==> src/rtl/edge_pkg.sv <==
// +------------------------------------------------------------------------+
// | edge_pkg                                                               |
// | Shared constants, kernel select encoding and width helpers for the     |
// | 3x3 gradient edge detector.                                            |
// | Revision: 1.0                                                          |
// +------------------------------------------------------------------------+
`default_nettype none

package edge_pkg;

    typedef enum logic {
        KERNEL_PREWITT = 1'b0,
        KERNEL_SOBEL   = 1'b1
    } kernel_e;

    localparam int EDGE_LAT = 4;

    // Signed gradient / unsigned magnitude width for a DW-bit pixel
    function automatic int grad_w(input int dw);
        return dw + 4;
    endfunction

    function automatic int col_w(input int pic_width);
        return (pic_width > 1) ? $clog2(pic_width) : 1;
    endfunction

endpackage

`default_nettype wire

==> src/rtl/edge_grad_ch.sv <==
// +------------------------------------------------------------------------+
// | edge_grad_ch                                                           |
// | One channel: 3x3 window, Gx/Gy, |Gx|+|Gy|, saturation and optional     |
// | binarisation (EDGE_THRESH_EN).                                         |
// | Revision: 1.0                                                          |
// +------------------------------------------------------------------------+
`default_nettype none

module edge_grad_ch
    import edge_pkg::*;
#(
    parameter int DW = 8
) (
    input  logic          clk,
    input  logic          rst,
    input  logic          i_shift,
    input  logic          i_sobel,
    input  logic          i_load,
    input  logic          i_border,
    input  logic [DW-1:0] i_thr,
    input  logic [DW-1:0] i_top,
    input  logic [DW-1:0] i_mid,
    input  logic [DW-1:0] i_bot,
    output logic [DW-1:0] o_dout
);

    localparam int GW = grad_w(DW);
    localparam logic [DW-1:0] c_pix_max = {DW{1'b1}};

    // Column index 0 = left (oldest), 2 = right (newest)
    logic [DW-1:0]        r_top [3];
    logic [DW-1:0]        r_mid [3];
    logic [DW-1:0]        r_bot [3];
    logic signed [GW-1:0] r_gx;
    logic signed [GW-1:0] r_gy;
    logic [GW-1:0]        r_mag;
    logic [DW-1:0]        r_dout;

    logic [GW-1:0] w_gx_pos;
    logic [GW-1:0] w_gx_neg;
    logic [GW-1:0] w_gy_pos;
    logic [GW-1:0] w_gy_neg;
    logic [GW-1:0] w_abs_gx;
    logic [GW-1:0] w_abs_gy;
    logic [DW-1:0] w_sat;
    logic [DW-1:0] w_res;

    function automatic logic [GW-1:0] tap3(
        input logic [DW-1:0] a,
        input logic [DW-1:0] m,
        input logic [DW-1:0] b,
        input logic          sobel
    );
        logic [GW-1:0] w_m;
        w_m = sobel ? (GW'(m) << 1) : GW'(m);
        return GW'(a) + w_m + GW'(b);
    endfunction

    always_ff @(posedge clk) begin
        if (rst) begin
            for (int i = 0; i < 3; i++) begin
                r_top[i] <= '0;
                r_mid[i] <= '0;
                r_bot[i] <= '0;
            end
        end else if (i_shift) begin
            r_top[0] <= r_top[1];
            r_top[1] <= r_top[2];
            r_top[2] <= i_top;
            r_mid[0] <= r_mid[1];
            r_mid[1] <= r_mid[2];
            r_mid[2] <= i_mid;
            r_bot[0] <= r_bot[1];
            r_bot[1] <= r_bot[2];
            r_bot[2] <= i_bot;
        end
    end

    assign w_gx_pos = tap3(r_top[2], r_mid[2], r_bot[2], i_sobel);
    assign w_gx_neg = tap3(r_top[0], r_mid[0], r_bot[0], i_sobel);
    assign w_gy_pos = tap3(r_bot[0], r_bot[1], r_bot[2], i_sobel);
    assign w_gy_neg = tap3(r_top[0], r_top[1], r_top[2], i_sobel);

    assign w_abs_gx = r_gx[GW-1] ? $unsigned(-r_gx) : $unsigned(r_gx);
    assign w_abs_gy = r_gy[GW-1] ? $unsigned(-r_gy) : $unsigned(r_gy);

    always_ff @(posedge clk) begin
        if (rst) begin
            r_gx  <= '0;
            r_gy  <= '0;
            r_mag <= '0;
        end else begin
            r_gx  <= $signed(w_gx_pos - w_gx_neg);
            r_gy  <= $signed(w_gy_pos - w_gy_neg);
            r_mag <= w_abs_gx + w_abs_gy;
        end
    end

    assign w_sat = (|r_mag[GW-1:DW]) ? c_pix_max : r_mag[DW-1:0];

`ifdef EDGE_THRESH_EN
    assign w_res = (w_sat >= i_thr) ? c_pix_max : '0;
`else
    logic w_thr_unused;
    assign w_thr_unused = ^i_thr;
    assign w_res = w_sat;
`endif

    // Output holds its last result between valid cycles
    always_ff @(posedge clk) begin
        if (rst) begin
            r_dout <= '0;
        end else if (i_load) begin
            r_dout <= i_border ? '0 : w_res;
        end
    end

    assign o_dout = r_dout;

endmodule

`default_nettype wire

==> src/rtl/edge_grad_3x3.sv <==
// +------------------------------------------------------------------------+
// | edge_grad_3x3                                                          |
// | Multi-channel 3x3 Prewitt/Sobel gradient magnitude with column-based   |
// | border blanking. Define EDGE_THRESH_EN for binarised output.           |
// | Revision: 1.0                                                          |
// +------------------------------------------------------------------------+
`default_nettype none

module edge_grad_3x3
    import edge_pkg::*;
#(
    parameter int PIC_WIDTH = 250,
    parameter int DW        = 8,
    parameter int CH        = 3
) (
    input  logic           clk,
    input  logic           rst,
    input  logic           valid_in,
    input  logic           kernel_sel,
    input  logic [DW-1:0]  thr,
    input  logic [CH*DW-1:0] din1,
    input  logic [CH*DW-1:0] din2,
    input  logic [CH*DW-1:0] din3,
    output logic [CH*DW-1:0] dout,
    output logic           valid_out
);

    localparam int CW = col_w(PIC_WIDTH);
    localparam logic [CW-1:0] c_col_last = CW'(PIC_WIDTH - 1);

    logic [CW-1:0]         r_col;
    logic [EDGE_LAT-1:0]   r_valid;
    logic [EDGE_LAT-2:0]   r_border;
    kernel_e               r_ks;
    logic                  w_border;

    assign w_border = (int'(r_col) < 2);

    always_ff @(posedge clk) begin
        if (rst) begin
            r_col <= '0;
        end else if (!valid_in) begin
            r_col <= '0;
        end else if (r_col == c_col_last) begin
            r_col <= '0;
        end else begin
            r_col <= r_col + 1'b1;
        end
    end

    // Stage 0 is the window; kernel choice rides with the window contents
    always_ff @(posedge clk) begin
        if (rst) begin
            r_valid  <= '0;
            r_border <= '0;
            r_ks     <= KERNEL_PREWITT;
        end else begin
            r_valid  <= {r_valid[EDGE_LAT-2:0], valid_in};
            r_border <= {r_border[EDGE_LAT-3:0], w_border};
            if (valid_in) begin
                r_ks <= kernel_e'(kernel_sel);
            end
        end
    end

    assign valid_out = r_valid[EDGE_LAT-1];

    generate
        for (genvar c = 0; c < CH; c++) begin : g_ch
            edge_grad_ch #(
                .DW (DW)
            ) u_ch (
                .clk      (clk),
                .rst      (rst),
                .i_shift  (valid_in),
                .i_sobel  (r_ks == KERNEL_SOBEL),
                .i_load   (r_valid[EDGE_LAT-2]),
                .i_border (r_border[EDGE_LAT-2]),
                .i_thr    (thr),
                .i_top    (din1[c*DW +: DW]),
                .i_mid    (din2[c*DW +: DW]),
                .i_bot    (din3[c*DW +: DW]),
                .o_dout   (dout[c*DW +: DW])
            );
        end
    endgenerate

endmodule

`default_nettype wire

==> config.mk <==
export PLATFORM = sky130hd
export DESIGN_NAME = edge_grad_3x3
export DESIGN_NICKNAME = d
export VERILOG_FILES = /design/src/rtl/edge_pkg.sv /design/src/rtl/edge_grad_ch.sv /design/src/rtl/edge_grad_3x3.sv
export SDC_FILE = /design/constraint.sdc
export NUM_CORES = 1
export LEC_CHECK = 0
export CORE_MARGIN = 2
export CORE_UTILIZATION = 60
export CTS_CLUSTER_SIZE = 30
export DETAILED_ROUTE_END_ITERATION = 8
export DONT_BUFFER_PORTS = 1
export PLACE_DENSITY_LB_ADDON = 0.12
export SYNTH_ARGS = -nofsm -noshare
export SYNTH_HDL_FRONTEND = slang
export SYNTH_SLANG_ARGS = --single-unit
==> constraint.sdc <==
create_clock -name clk -period 14.9 [get_ports clk]
set_input_delay 2.98 -clock clk [delete_from_list [all_inputs] [get_ports clk]]
set_output_delay 2.98 -clock clk [all_outputs]
set_load 0.05 [all_outputs]
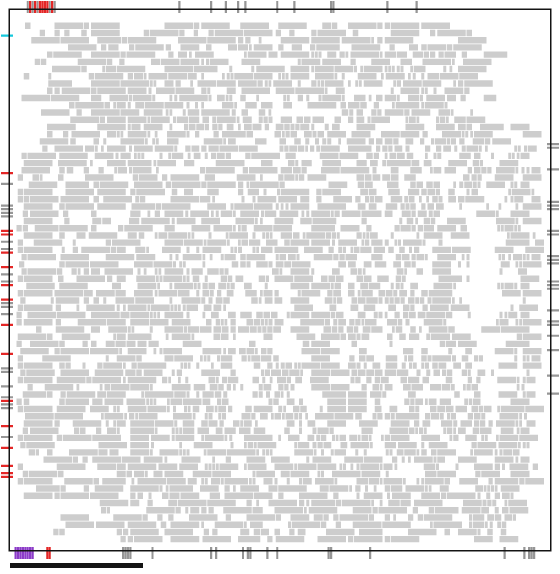
(images/pins.png)
The bar under the picture is 50 um long. Pins as bars across the die edge, other pins in grey.
legend:
  purple:
    port: thr
    pins: 8
    direction: input
    edge: bottom
  cyan:
    port: clk
    pins: 1
    direction: input
    edge: left
  red:
    port: din2
    pins: 24
    direction: input
    edge: 15 left, 7 top, 2 bottom
port bufs: 0
Chip Height: 203.1 um
Die W: 203.1 um

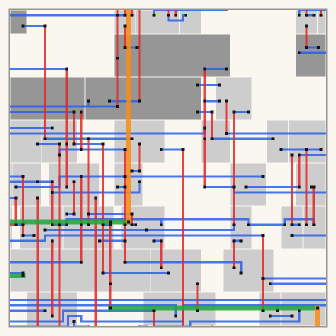
(images/zoom.png)
Region (142, 142) to (162, 162) um. Cells in grey, sequential cells in the stronger grey; small squares are vias.
legend:
  green:
    layer: met3
  blue:
    layer: met1
  orange:
    layer: met4
  red:
    layer: met2
cells with their middle in the window: 32
sequential cells in the window: 3
netlist names of flops here include: g_ch.u_ch.r_gx (3)
most frequent: xnor2_1 (6), nand2_1 (3), dfxtp_1 (3)

==> impl_metrics.tcl <==
# yosys + openroad results
set metrics [dict create \
    status "complete, no violations" \
    grtUsageTotal_pct 21.53 \
    mappedNetlistArea_mm2 0.02379 \
    cts_root_buffer "clkbuf_16" \
    route.detailed.drc 0 \
    cts_buffers 39 \
    initial_core_util_pct 61.12 \
    log.warning_count 39 \
    synthAoiAreaFrac_pct 6.644 \
    postSynthCellCount 2224 \
    place_congestion 0.8528 \
    crit_buf_inv 3 \
    ys_top_cells_by_area "edfxtp_1 27%, fa_1 17%, dfxtp_1 12%, and2_1 6.0%, inv_1 5.9%" \
    pg_comb_mw 2.84 \
    place_ws_ns 8.967 \
    clock.fmax_ghz 0.1833 \
    path_max_fanout 67 \
    cp-end-kind "register" \
    clockBufferCount 52 \
    power_frac_seq_pct 27.3 \
    cts_tree "yes" \
    comb_power_share_pct 54.6 \
    finalSetupViolCount 0 \
    nFillCells 3040 \
    grt_use_met3_pct 3.451 \
    cts.repair.resized 0 \
    reg2reg_depth 13 \
    ys_cells 2224 \
    critPathSlowestCell "dfxtp_4" \
    synthesis.nets 2616 \
    crit_chain "buf_4, mux2_1, fa_1, fa_1, inv_1, fa_1, inv_1, ha_1, a21o_1, a21o_1, a21oi_1, mux2i_1, o311ai_0" \
    worst_slack_ns 9.446 \
    yosys_most_used_dff "edfxtp_1" \
    io_pins 109 \
    sw_frac_of_total_pct 40.60 \
    simple_gate_share_pct 15.54 \
    async_reset_ff_share_pct 0 \
]
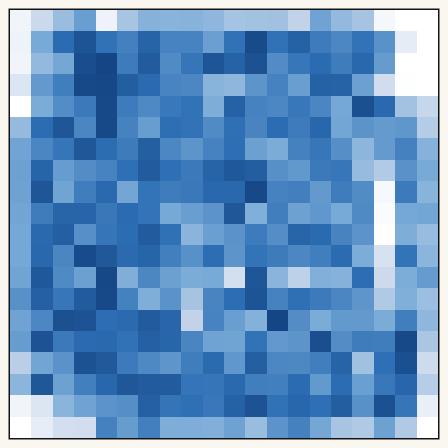
(images/density.png)
The die is cut into 20 by 20 equal tiles; white is low, dark blue is high, 0 to 100% covered.
fullest tile: 92%
mean over tiles: 60%
nearly empty tiles: 2.8%
tiles over 75% full: 26%

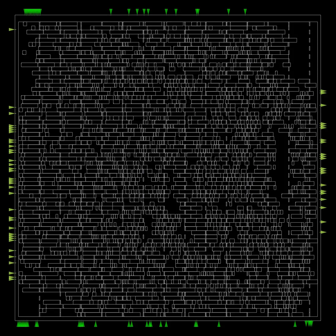
(images/final_placement.png)
final core utilization: 65.45%
num tapcells: 518
core area: 0.03892 mm2
Seq/total area: 37.11%
flip-flops: 364

